==> config.mk <==
export PLATFORM = sky130hd
export DESIGN_NAME = conv_mac_engine
export DESIGN_NICKNAME = d
export VERILOG_FILES = /design/src/rtl/conv_mac_engine.sv
export SDC_FILE = /design/constraint.sdc
export NUM_CORES = 2
export LEC_CHECK = 0
export CAP_MARGIN = 0
export CORE_UTILIZATION = 28
export DETAILED_ROUTE_END_ITERATION = 7
export GPL_TIMING_DRIVEN = 0
export PLACE_DENSITY = 0.43
export SETUP_SLACK_MARGIN = 0.2
export SYNTH_ARGS = -nofsm -noshare
export SYNTH_HDL_FRONTEND = slang
export SYNTH_SLANG_ARGS = --single-unit
==> constraint.sdc <==
create_clock -name clk -period 29.6 [get_ports clk]
set_input_delay 4.44 -clock clk [delete_from_list [all_inputs] [get_ports clk]]
set_output_delay 4.44 -clock clk [all_outputs]
set_load 0.05 [all_outputs]
==> images/layer_met1.png <==
Scale bar: 100 um. Cells faint in the background.
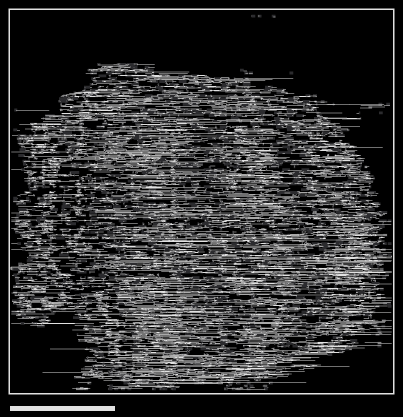
share of all routed wire: 50%
nets with wire on the layer: 4979
wire length on this layer: 57.0 mm
M1 GR Usage: 0.2637
Total Wirelength: 114700 um
via count: 24818

==> images/layer_met2.png <==
Cells faint in the background.
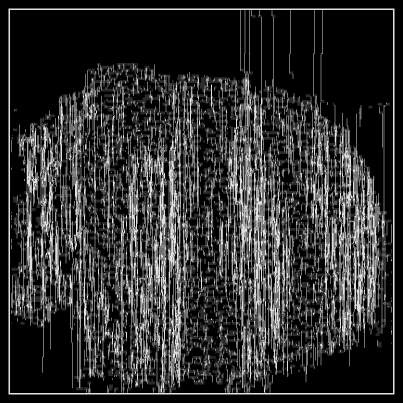
wire length on this layer: 51.0 mm
longest straight run: 127 um
share of all routed wire: 44%
main direction: vertical
GR met2 Demand/Resource: 0.2784

==> images/layer_met3.png <==
Scale bar: 100 um. Cells faint in the background.
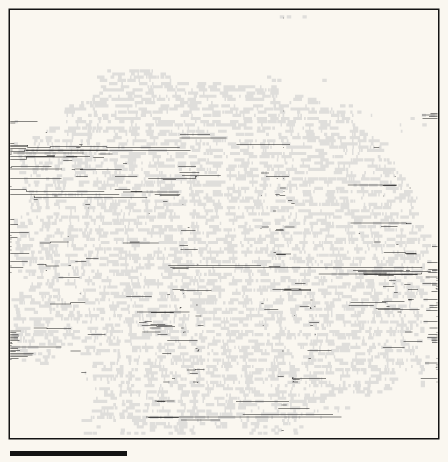
longest straight run: 215 um
share of all routed wire: 3.6%
main direction: horizontal
global-route met3 utilization: 0.02093

==> images/placement.png <==
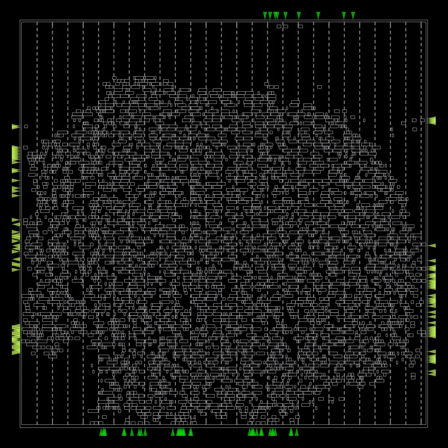
cell row count: 133
Seq/total area: 0.03842

==> results.yml <==
# physical design summary
outcome:
  outcome: "finished, final reports clean"
yosys:
  async_reset_ff_frac: 1.000
  fa_ha_area_frac: 0.6277
  fp_nets: 5261
  top_cells_by_area: "fa_1 (55%), inv_1 (11%), ha_1 (7.7%)"
clock_tree:
  clk_path_buf_depth: 2
  cts_hold_buf: 0
final_timing:
  period_used_share: 0.5673
  slew_viol_final: 0
  grt_setup_unrepaired: "no"
  skew_ns: 0.01229
setup_path:
  crit_cells: 40
  critPathArrivalTime_ns: 17.06
layout:
  final_design_area_no_fill_um2: 41030
  logic_area_um2: 31040
  final_common_cell: "inv_1"
  area_delta_synth_final_pct: 10.46
  lay_top_cells: "inv_1 (1085), fa_1 (1020), nand2_1 (442)"
placed_design:
  post_dp_cell_area_um2: 40720
floorplan:
  fp-utilization: 0.2825
==> area by class of cell <==
class / count / area share
Tap cell: 1755 / 0.05352
Multi-Input combinational cell: 2628 / 0.7565
Clock inverter: 6 / 0.001738
Buffer: 117 / 0.01116
Timing Repair Buffer: 136 / 0.03354
Clock buffer: 10 / 0.005581
Inverter: 1085 / 0.09926
Antenna cell: 4 / 0.0002440
Sequential cell: 63 / 0.03842
==> metal layers <==
layer | part of all wire | track usage
met1 | 0.50 | 0.2637
met2 | 0.44 | 0.2784
met3 | 0.036 | 0.02093
met4 | 0.022 | 0.03750
met5 | 0.00076 | 0
